==> run_1/met1.png <==
The bar under the picture is 10 um long. Cells faint in the background.
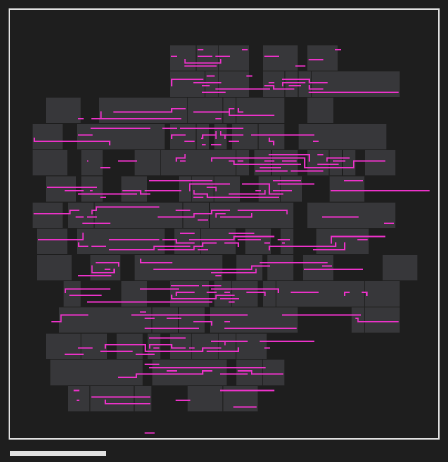
==> run_1/zoom.png <==
The bar under the picture is 5 um long. Window x 23 to 43, y 23 to 43 um. Cells in gray, sequential cells in the stronger gray; small squares are vias.
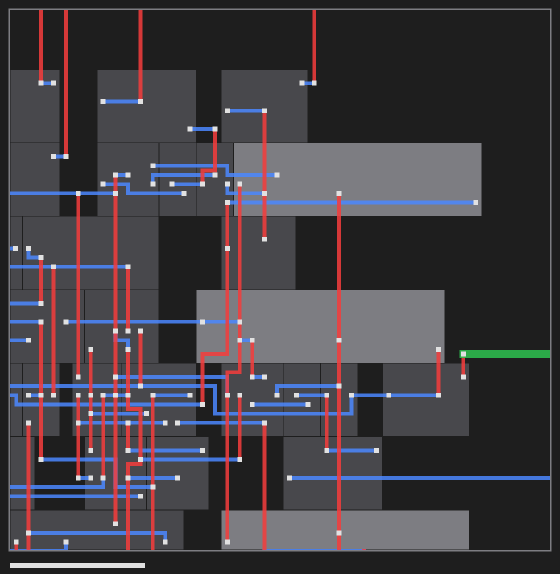
==> run_1/final_congestion.png <==
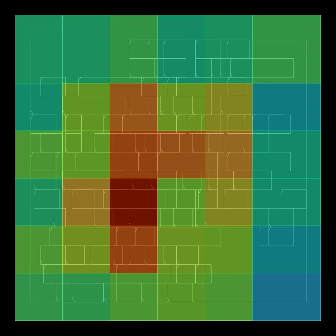
==> run_1/metal_stack.png <==
The bar under the picture is 10 um long. Two of the layers only.
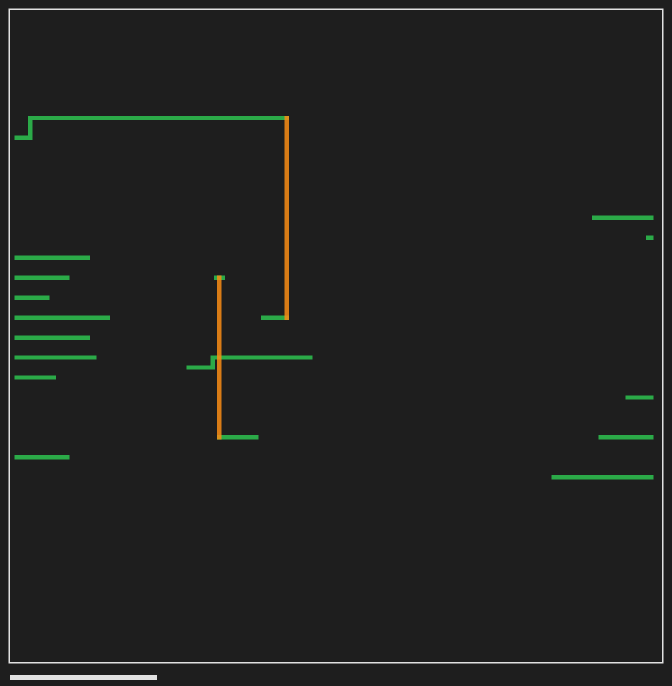
### src/rtl/prio_pkg.sv
// Shared constants, mode encoding and the index-width helper used across the
// prio_req_queue design.
package prio_pkg;

    localparam int PRIO_MAX_N = 64;

    typedef enum logic {
        PRIO_FIXED = 1'b0,
        PRIO_RR    = 1'b1
    } prio_mode_e;

    // Smallest index width able to address n sources; at least one bit.
    function automatic int prio_idx_w(input int n);
        int w;
        w = 1;
        while ((1 << w) < n) w++;
        return w;
    endfunction

endpackage

### src/rtl/prio_pick.sv
// Combinational highest-set-bit picker: reports whether any bit is set, the
// index of the highest set bit and the matching one-hot vector.
module prio_pick
    import prio_pkg::*;
#(
    parameter  int N  = 8,
    localparam int IW = prio_idx_w(N)
) (
    input  logic [N-1:0]  vec_i,
    output logic          any_o,
    output logic [IW-1:0] idx_o,
    output logic [N-1:0]  onehot_o
);

    // NOTE: every output gets a default before the loops so no latch is inferred.
    always_comb begin
        any_o    = 1'b0;
        idx_o    = '0;
        onehot_o = '0;
        for (int i = 0; i < N; i++) begin
            if (vec_i[i]) begin
                any_o = 1'b1;
                idx_o = IW'(i);
            end
        end
        for (int i = 0; i < N; i++) begin
            onehot_o[i] = any_o && (idx_o == IW'(i));
        end
    end

endmodule

### src/rtl/prio_req_queue.sv
// Sticky request capture with a registered valid/ready index slot; fixed priority
// by default, round-robin selectable via rr_mode when PRIO_RR_EN is defined.
module prio_req_queue
    import prio_pkg::*;
#(
    parameter  int N  = 8,
    localparam int IW = prio_idx_w(N)
) (
    input  logic          clk,
    input  logic          rst,
    input  logic [N-1:0]  req,
`ifdef PRIO_RR_EN
    input  logic          rr_mode,
`endif
    input  logic          out_ready,
    output logic          out_valid,
    output logic [IW-1:0] out_idx,
    output logic [N-1:0]  pending,
    output logic          zero
);

    logic [N-1:0]  pending_q, pending_d;
    logic [N-1:0]  clear_oh;
    logic          out_valid_q, out_valid_d;
    logic [IW-1:0] out_idx_q, out_idx_d;

    logic          full_any;
    logic [IW-1:0] full_idx;
    logic [N-1:0]  full_oh;
    logic [IW-1:0] sel_idx;
    logic [N-1:0]  sel_oh;
    logic          load;

    prio_pick #(.N(N)) u_pick_full (
        .vec_i    (pending_q),
        .any_o    (full_any),
        .idx_o    (full_idx),
        .onehot_o (full_oh)
    );

`ifdef PRIO_RR_EN
    logic [IW-1:0] last_q, last_d;
    logic [N-1:0]  below_mask;
    logic [N-1:0]  masked_vec;
    logic          mask_any;
    logic [IW-1:0] mask_idx;
    logic [N-1:0]  mask_oh;

    // Bits strictly below the last grant are searched first, then the full vector wraps.
    always_comb begin
        below_mask = '0;
        for (int i = 0; i < N; i++) begin
            below_mask[i] = (i < int'(last_q));
        end
    end

    assign masked_vec = pending_q & below_mask;

    prio_pick #(.N(N)) u_pick_mask (
        .vec_i    (masked_vec),
        .any_o    (mask_any),
        .idx_o    (mask_idx),
        .onehot_o (mask_oh)
    );

    always_comb begin
        if (prio_mode_e'(rr_mode) == PRIO_RR && mask_any) begin
            sel_idx = mask_idx;
            sel_oh  = mask_oh;
        end else begin
            sel_idx = full_idx;
            sel_oh  = full_oh;
        end
    end

    assign last_d = load ? sel_idx : last_q;

    always_ff @(posedge clk or posedge rst) begin
        if (rst) last_q <= '0;
        else     last_q <= last_d;
    end
`else
    assign sel_idx = full_idx;
    assign sel_oh  = full_oh;
`endif

    assign load = (!out_valid_q || out_ready) && full_any;

    always_comb begin
        clear_oh    = '0;
        out_valid_d = out_valid_q;
        out_idx_d   = out_idx_q;
        if (load) begin
            out_valid_d = 1'b1;
            out_idx_d   = sel_idx;
            clear_oh    = sel_oh;
        end else if (out_ready) begin
            out_valid_d = 1'b0;
        end
        // A same-cycle request re-queues the bit just moved into the slot.
        pending_d = (pending_q & ~clear_oh) | req;
    end

    // NOTE: state registers use non-blocking assignments so all flops update together at the edge.
    always_ff @(posedge clk or posedge rst) begin
        if (rst) begin
            pending_q   <= '0;
            out_valid_q <= 1'b0;
            out_idx_q   <= '0;
        end else begin
            pending_q   <= pending_d;
            out_valid_q <= out_valid_d;
            out_idx_q   <= out_idx_d;
        end
    end

    assign out_valid = out_valid_q;
    assign out_idx   = out_idx_q;
    assign pending   = pending_q;
    assign zero      = (pending_q == '0) && !out_valid_q;

endmodule

### config.mk
export PLATFORM = sky130hd
export DESIGN_NAME = prio_req_queue
export DESIGN_NICKNAME = d
export VERILOG_FILES = /design/src/rtl/prio_pkg.sv /design/src/rtl/prio_pick.sv /design/src/rtl/prio_req_queue.sv
export SDC_FILE = /design/constraint.sdc
export NUM_CORES = 1
export LEC_CHECK = 0
export CAP_MARGIN = 20
export CORE_MARGIN = 2
export CORE_UTILIZATION = 37
export DETAILED_ROUTE_END_ITERATION = 8
export PLACE_DENSITY = 0.73
export REMOVE_ABC_BUFFERS = 1
export SLEW_MARGIN = 20
export SYNTH_ARGS = -nofsm -noshare
export SYNTH_HDL_FRONTEND = slang
export SYNTH_SLANG_ARGS = --single-unit
export TNS_END_PERCENT = 10
### constraint.sdc
create_clock -name clk -period 1.4 [get_ports clk]
set_input_delay 0.14 -clock clk [delete_from_list [all_inputs] [get_ports clk]]
set_output_delay 0.14 -clock clk [all_outputs]
set_load 0.01 [all_outputs]
==> impl_metrics.py, run 1 <==
# Flow results
metrics = {
    "outcome": {
        "run_status": "finished, violations left",
        "violations": "setup timing",
    },
    "cells_and_area": {
        "comb_area_frac": 0.294,
        "clkbuf_count": 4,
        "final-comb-area_sq_um": 293,
        "flop-count": 12,
        "top_area_cell_class": "buffers",
        "layout_top_cells": "buf_4, clkdlybuf4s50_1, dfrtp_1, dlygate4sd2_1, nor2_1",
        "non_clock_inverter_count": 6,
        "bufAreaShareNonClock": 0.324,
        "drive_gt1_frac": 0.299,
        "clkCellAreaFrac": 0.0364,
        "antenna_cells": 0,
    },
    "power": {
        "p_per_area_nw_per_um2": 754,
        "vdd_ir_drop_max_v": 0.000506,
    },
    "detailed_routing": {
        "drt_iter0_drc": 7,
        "drc": 0,
    },
    "critical_path": {
        "worstPathArrival_ns": 1.67,
        "slowest_delay_ns": 0.44,
        "critPathLaunchType": "register",
        "crit_chain": "buf_4 > or4_4 > nor4b_4 > a31oi_1",
        "required_ns": 1.55,
        "worstSetupPathType": "reg -> reg",
    },
    "clock_network": {
        "clockBufferDepth": 2,
        "hold_buffers": 0,
    },
    "sta": {
        "worst_pin_slew_ns": 0.436,
        "slew_violations": 0,
        "fmax_ghz": 0.657,
        "skew_ns": 0.00128,
        "worst_slack_ns": -0.122,
        "finalSetupViolCount": 6,
    },
    "grt": {
        "grt_start_max_net_pins": 13,
        "grtUsageMet2": 0.329,
    },
    "synth": {
        "synth_cells": 59,
        "ff_type": "dfrtp_1",
        "top_area_cell": "dfrtp_1",
        "ys_chip_area_sq_um": 604,
        "synth-warning-count": 0,
        "ys_seq_frac": 0.497,
        "topCellsByArea": "dfrtp_1, nor2_1, a31oi_1, inv_1, o31ai_1",
    },
    "place": {
        "port_buffers": 23,
        "dp.cells": 107,
        "place.gp.congestion": 0.702,
    },
    "floorplan": {
        "num_io_pins": 24,
    },
    "worst_hold_path": {
        "hold_path_class": "in -> async",
    },
}
Back to the opening pictures, met1.png:
The wires run mostly horizontal. The longest straight run is 12.9 um. The layer carries 613 um of wire. The layer holds 42% of the routed length. 93 nets have wire on it.
met1 usage: 0.214
total number of vias: 602
final wirelength: 1.47 mm

Back to the opening pictures, zoom.png:
Key: met2 = red; met3 = green; met1 = blue
Netlist names of flops here include pending (2), out_idx (1). 25 logic cells have their middle in the window. Sequential cells in the window: 3. Most frequent: dlygate4sd2_1 (4), nor2_1 (3), dfrtp_1 (3).

Back to the opening pictures, final_congestion.png:
met3 Use GR: 0.0490
WL/cell: 13.0 um

Back to the opening pictures, metal_stack.png:
Key: met4 = orange [wire length 24.5 um]; met3 = green [wire length 81.6 um]
GR Util All Layers: 0.187

==> run 1: per-layer routing <==
metal,routed length (um),up-vias
met4,24,0
li1,-,290
met2,755,18
met1,612,290
met3,81,4
met5,0,-
==> run 1: sequential cells by signal, summed over array words and instances, names as in the netlist <==
signal and count:
pending 8, out_idx 3, out_valid 1
==> run 1: final timing paths <==
kind / start / endpoint / slack, ns / depth (start not counted)
max: pending[7] / pending[0] / -0.12 / 4
min: rst / out_idx[0] / 0.17 / 2
max reg2reg: pending[7] / pending[0] / -0.12 / 4
min reg2reg: out_idx[1] / out_idx[1] / 0.51 / 1
max in group asynchronous: rst / pending[7] / 0.91 / 2
min in group clk: req[7] / pending[7] / 0.43 / 2
==> run 1: report_power, final <==
group          total [mW]  switching, mW  internal, mW
logic               0.111         0.0435        0.0670
clock network       0.274          0.116         0.158
registers           0.368         0.0103         0.358
total               0.752          0.169         0.583
==> run 1: timing repair <==
item | CTS | global route
resized | 18 | 2
setup endpoints to repair | 14 | 7
buffers inserted | 2 | 0
pin swaps | 3 | 2
==> run 1: cells by family (layout without fill, tap and decap cells) <==
kind of cell	count (synthesis)	after routing	synth area share
AND-OR/OR-AND	15	15	0.166
buffers and inverters	9	47	0.0683
flip-flops	12	12	0.497
multiplexers	1	1	0.0186
AND/OR/NAND/NOR	22	22	0.251
==> run 1: stage by stage <==
| step | hold WS, ns | TNS, ns | worst slack (ns) | utilization |
|---|---|---|---|---|
| final | 0.165 | -0.623 | -0.122 | 0.654 |
| after global routing | 0.210 | -1.14 | -0.208 | 0.654 |
| after CTS | 0.181 | -0.558 | -0.109 | 0.652 |
| after detailed placement | 0.470 | -0.753 | -0.249 | 0.608 |
| after global placement | 0.470 | -0.476 | -0.161 | 0.608 |
| after floorplan | 0.00470 | -0.405 | -0.125 | - |
==> run 2, diff against run 1 <==
--- a/config.mk
+++ b/config.mk
@@ -9,6 +9,7 @@
 export CORE_MARGIN = 2
 export CORE_UTILIZATION = 37
 export DETAILED_ROUTE_END_ITERATION = 8
+export HOLD_SLACK_MARGIN = 0.02
 export PLACE_DENSITY = 0.73
 export REMOVE_ABC_BUFFERS = 1
 export SLEW_MARGIN = 20
==> run_2/met1.png <==
The bar under the picture is 10 um long. Cells faint in the background.
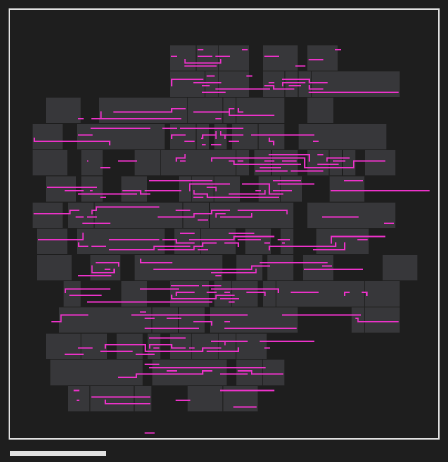
The layer holds 42% of the routed length. The longest straight run is 12.9 um.

==> run_2/wire_density.png <==
9 x 9 tiles, from white (low) to dark blue (high), scaled to the fullest tile. Values are wire area over tile area, all layers added.
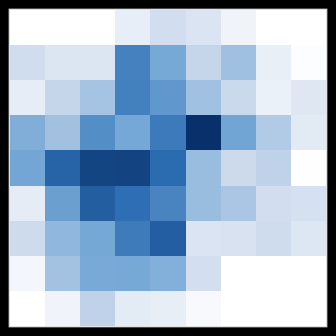
The mean over all tiles is 0.12. 17% of the tiles are nearly empty. The densest ninth of the die: middle.

==> run_2/metal_stack.png <==
The bar under the picture is 10 um long. Two of the layers only.
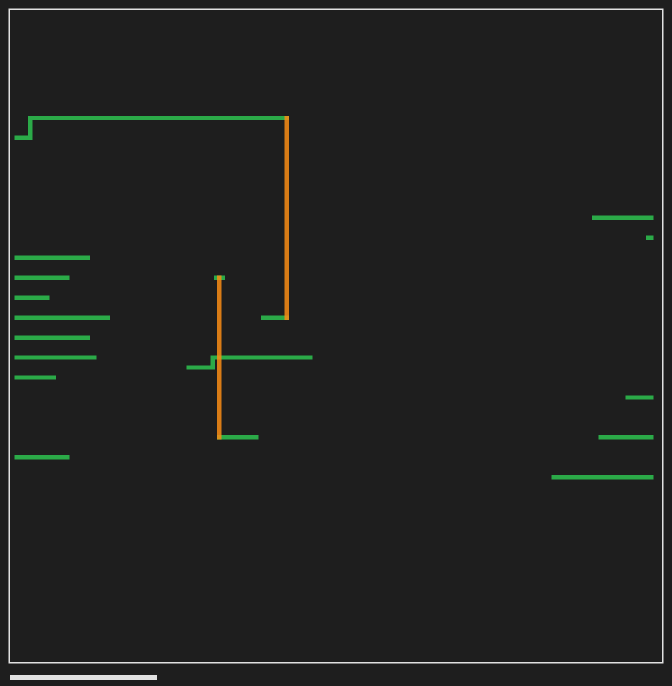
Key: met3 = green [wire length 81.6 um]; met4 = orange [wire length 24.5 um]

==> impl_metrics.py, run 2 <==
# Flow results
metrics = {
    "place": {
        "dp.cells": 107,
        "place.gp.congestion": 0.702,
        "port_buffers": 23,
        "dp_slack_ns": -0.249,
    },
    "detailed_routing": {
        "drc": 0,
        "drt_iter0_drc": 7,
        "wl_per_cell_um": 13.0,
        "routed_wl_mm": 1.47,
    },
    "grt": {
        "grt_usage": 0.187,
        "grt_start_max_net_pins": 13,
    },
    "power": {
        "vdd_ir_drop_max_v": 0.000506,
        "p_comb_frac": 0.147,
        "p_sw_mw": 0.169,
        "switching_share": 0.225,
        "p_seq_frac": 0.489,
        "clkPwrFrac": 0.364,
    },
    "outcome": {
        "violations": "setup timing",
        "run_status": "finished, violations left",
    },
    "cells_and_area": {
        "largest_register_ffs": 8,
        "antenna_cells": 0,
        "finish.utilization": 0.654,
        "layout_top_cells": "buf_4, clkdlybuf4s50_1, dfrtp_1, dlygate4sd2_1, nor2_1",
        "drive_gt1_frac": 0.299,
    },
    "synth": {
        "ys_seq_frac": 0.497,
        "ff_type": "dfrtp_1",
        "top_area_cell": "dfrtp_1",
        "synth_cells": 59,
        "ys_chip_area_sq_um": 604,
        "topCellsByArea": "dfrtp_1, nor2_1, a31oi_1, inv_1, o31ai_1",
        "synth-warning-count": 0,
    },
    "critical_path": {
        "worstSetupPathType": "reg -> reg",
        "required_ns": 1.55,
        "critPathLaunchType": "register",
        "worstPathArrival_ns": 1.67,
        "reg2reg_slack_ns": -0.12,
    },
    "sta": {
        "slew_violations": 0,
        "worst_slack_ns": -0.122,
        "finalSetupTns_ns": -0.623,
        "skew_ns": 0.00128,
        "finalSetupViolCount": 6,
        "whs_ns": 0.165,
    },
    "worst_hold_path": {
        "hold_path_class": "in -> async",
    },
    "floorplan": {
        "num_io_pins": 24,
    },
}
run 2: cell counts in the layout (fill, tap and decap cells not counted):
No cell type changed its count.
run 2: power groups by stage:
stage          Clock, mW  Sequential [mW]  Combinational [mW]
6_report           0.274            0.368               0.111
5_1_grt            0.299            0.370               0.123
4_1_cts            0.281            0.367               0.111
3_5_place_dp           0            0.372               0.108
3_3_place_gp           0            0.372               0.106
2_1_floorplan          0            0.380              0.0279
run 2: kinds of logic after synthesis:
group | synth area share
simple gates | 0.251
mux | 0.0186
flops | 0.497
compound gates | 0.166
buf+inv | 0.0683
run 2: layout make-up:
type	instances	area, sq um
fill	130	527
multi-input combinational	38	293
tap	16	20.0
clock buffer	4	36.3
sequential	12	303
timing repair buffer	37	323
inverter	6	22.5
run 2: worst max-delay path: stages (launching register included):
cell and delay, ns:
dfrtp_2 0.44, buf_4 0.15, or4_4 0.44, nor4b_4 0.26, a31oi_1 0.11
run 2: final timing paths:
check	startpoint	end	cells after the start
min in group clk	req[7]	pending[7]	2
worst max-delay path	pending[7]	pending[0]	4
worst min register to register	out_idx[1]	out_idx[1]	1
max in group asynchronous	rst	pending[7]	2
worst min-delay path	rst	out_idx[0]	2
worst max register to register	pending[7]	pending[0]	4
run 2: layer usage:
metal	vias to the layer above	GRT usage	share of wire
li1	290	-	-
met1	290	0.214	0.42
met2	18	0.329	0.51
met3	4	0.0490	0.055
met4	0	0.0727	0.016
met5	-	0	0
run 2: repair_timing:
action | CTS | global route
pin swaps | 3 | 2
endpoints found under the setup margin | 14 | 7
gates resized | 18 | 2
hold buffers | 0 | 0
gates cloned | 0 | 0
setup buffers | 2 | 0
endpoints found under the hold margin | 0 | 0
==> run 3, diff against run 2 <==
--- a/config.mk
+++ b/config.mk
@@ -5,7 +5,6 @@
 export SDC_FILE = /design/constraint.sdc
 export NUM_CORES = 1
 export LEC_CHECK = 0
-export CAP_MARGIN = 20
 export CORE_MARGIN = 2
 export CORE_UTILIZATION = 37
 export DETAILED_ROUTE_END_ITERATION = 8
==> run_3/zoom.png <==
The bar under the picture is 5 um long. Window x 23 to 43, y 23 to 43 um. Cells in gray, sequential cells in the stronger gray; small squares are vias.
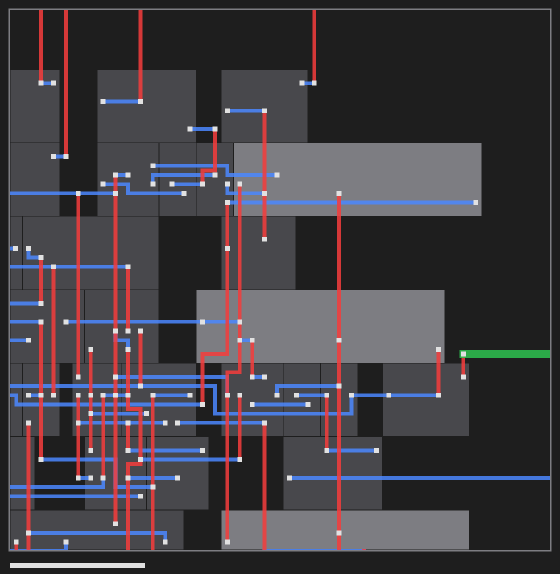
Key: met1 = blue; met3 = green; met2 = red
Sequential cells in the window: 3. Most frequent: dlygate4sd2_1 (4), nor2_1 (3), dfrtp_1 (3). Netlist names of flops here include pending (2), out_idx (1). 25 logic cells have their middle in the window.

==> run_3/met1.png <==
The bar under the picture is 10 um long. Cells faint in the background.
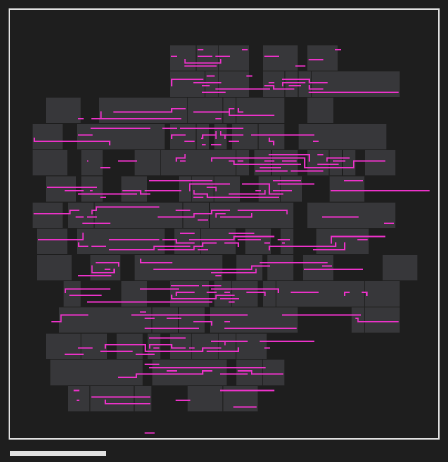
93 nets have wire on it. The layer holds 42% of the routed length.

==> run_3/wire_density.png <==
9 x 9 tiles, from white (low) to dark blue (high), scaled to the fullest tile. Values are wire area over tile area, all layers added.
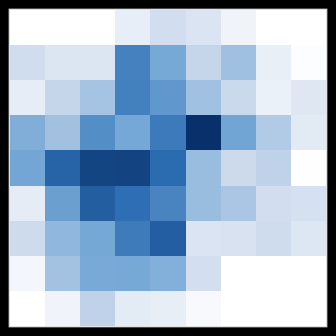
The mean over all tiles is 0.12. The densest ninth of the die: middle. The emptiest ninth of the die: bottom right.

==> impl_metrics.py, run 3 <==
# Flow results
metrics = {
    "outcome": {
        "run_status": "finished, violations left",
        "violations": "setup timing",
    },
    "sta": {
        "hold_violations": 0,
        "worst_slack_ns": -0.122,
        "finalClockPeriodUsage": 1.09,
        "whs_ns": 0.165,
        "slew_violations": 0,
        "fmax_ghz": 0.657,
        "skew_ns": 0.00128,
        "finalSetupViolCount": 6,
        "slew_headroom": 0.709,
        "timing.final.crit_period_ns": 1.52,
    },
    "clock_network": {
        "post_cts_resized": 18,
        "cts.reportedPaths.clkPinSlew_ns": 0.08,
        "insertion_delay_ns": 0.27,
        "htreeDepth": 1,
        "cts_tree": "yes",
        "cts_setup_buffers": 2,
        "hold_buffers": 0,
        "clock-root-buffer": "clkbuf_4",
    },
    "synth": {
        "common_cells": "dfrtp_1, nor2_1, inv_1",
        "netlist.area_leader.share": 0.497,
        "synth-warning-count": 0,
        "yosys_cells": 59,
        "synth_cells": 59,
        "ys_chip_area_sq_um": 604,
        "syn_area_per_cell_sq_um": 10.2,
        "topCellsByArea": "dfrtp_1, nor2_1, a31oi_1, inv_1, o31ai_1",
        "ys_seq_frac": 0.497,
        "ys_ff": 12,
        "ff_type": "dfrtp_1",
        "top_area_cell": "dfrtp_1",
        "top_cell": "dfrtp_1",
        "synth.distinct_cells": 25,
    },
    "floorplan": {
        "core.rowCount": 14,
        "num_io_pins": 24,
        "die_w_um": 44.4,
    },
    "critical_path": {
        "crit_buf_inv": 1,
        "worstSetupPathType": "reg -> reg",
        "required_ns": 1.55,
        "slowest_stage": "dfrtp_2",
        "worstPathArrival_ns": 1.67,
        "crit_chain": "buf_4 > or4_4 > nor4b_4 > a31oi_1",
        "slowest_delay_ns": 0.44,
        "startpoint": "pending[7]",
        "worstPathMaxFanout": 3,
        "reg2reg_from": "pending[7]",
        "endpoint_kind": "register",
        "critical-path-top-delay-family": "simple AND/OR/NAND/NOR gates",
        "critPathLaunchType": "register",
    },
    "detailed_routing": {
        "routed_wl_mm": 1.47,
        "wl_per_cell_um": 13.0,
        "drc": 0,
        "drt_iter0_drc": 7,
    },
    "power": {
        "finalPower_mw": 0.752,
        "vdd_ir_drop_max_v": 0.000506,
    },
    "grt": {
        "grt_start_max_net_pins": 13,
        "grt_pass1_wl_mm": 2.63,
        "grt_usage": 0.187,
        "grt_pass1_vias": 605,
    },
    "cells_and_area": {
        "finish.utilization": 0.654,
        "antenna_cells": 0,
        "layout_top_cells": "buf_4, clkdlybuf4s50_1, dfrtp_1, dlygate4sd2_1, nor2_1",
        "areaGrowthSynthToFinish_pct": 65.0,
        "fin_nets": 109,
        "largest_register_ffs": 8,
        "drive_gt1_frac": 0.299,
    },
    "worst_hold_path": {
        "hold_path_class": "in -> async",
    },
    "place": {
        "port_buffers": 23,
        "dp_hpwl_mm": 1.10,
        "place.gp.congestion": 0.702,
        "dp_slack_ns": -0.249,
    },
    "run": {
        "warning_count": 27,
    },
}
run 3: cell counts in the layout (fill, tap and decap cells not counted):
No cell type changed its count.
run 3: layout make-up:
| type | count | area (sq um) |
|---|---|---|
| multi-input combinational | 38 | 293 |
| tap | 16 | 20.0 |
| timing repair buffer | 37 | 323 |
| clock buffer | 4 | 36.3 |
| inverter | 6 | 22.5 |
| sequential | 12 | 303 |
| fill | 130 | 527 |
run 3: power breakdown:
| group | internal, mW | total, mW | switching (mW) |
|---|---|---|---|
| clock | 0.158 | 0.274 | 0.116 |
| combinational | 0.0670 | 0.111 | 0.0435 |
| sequential | 0.358 | 0.368 | 0.0103 |
run 3: layer usage:
metal  part of all wire  track usage  vias to the layer above  wire (um)
li1                   -            -                      290          -
met1               0.42        0.214                      290        612
met2               0.51        0.329                       18        755
met3              0.055       0.0490                        4         81
met4              0.016       0.0727                        0         24
met5                  0            0                        -          0
run 3: cell families after synthesis:
group                  Yosys count  synth area share
DFF                             12             0.497
AOI/OAI and AO/OA               15             0.166
and+or+nand+nor                 22             0.251
muxes                            1            0.0186
buffers and inverters            9            0.0683
run 3: stage by stage:
step	cell area, sq um	cells	TNS [ns]
2_1_floorplan	586	56	-0.405
3_3_place_gp	926	107	-0.476
3_5_place_dp	926	107	-0.753
4_1_cts	993	113	-0.558
5_1_grt	997	113	-1.14
6_report	997	113	-0.623
run 3: worst paths after layout:
kind | end | slack (ns) | depth (start not counted)
worst max-delay path | pending[0] | -0.12 | 4
min in group clk | pending[7] | 0.43 | 2
worst min register to register | out_idx[1] | 0.51 | 1
worst max register to register | pending[0] | -0.12 | 4
max in group asynchronous | pending[7] | 0.91 | 2
worst min-delay path | out_idx[0] | 0.17 | 2
Power figures rest on the tool's default switching activity, not on a simulated workload.
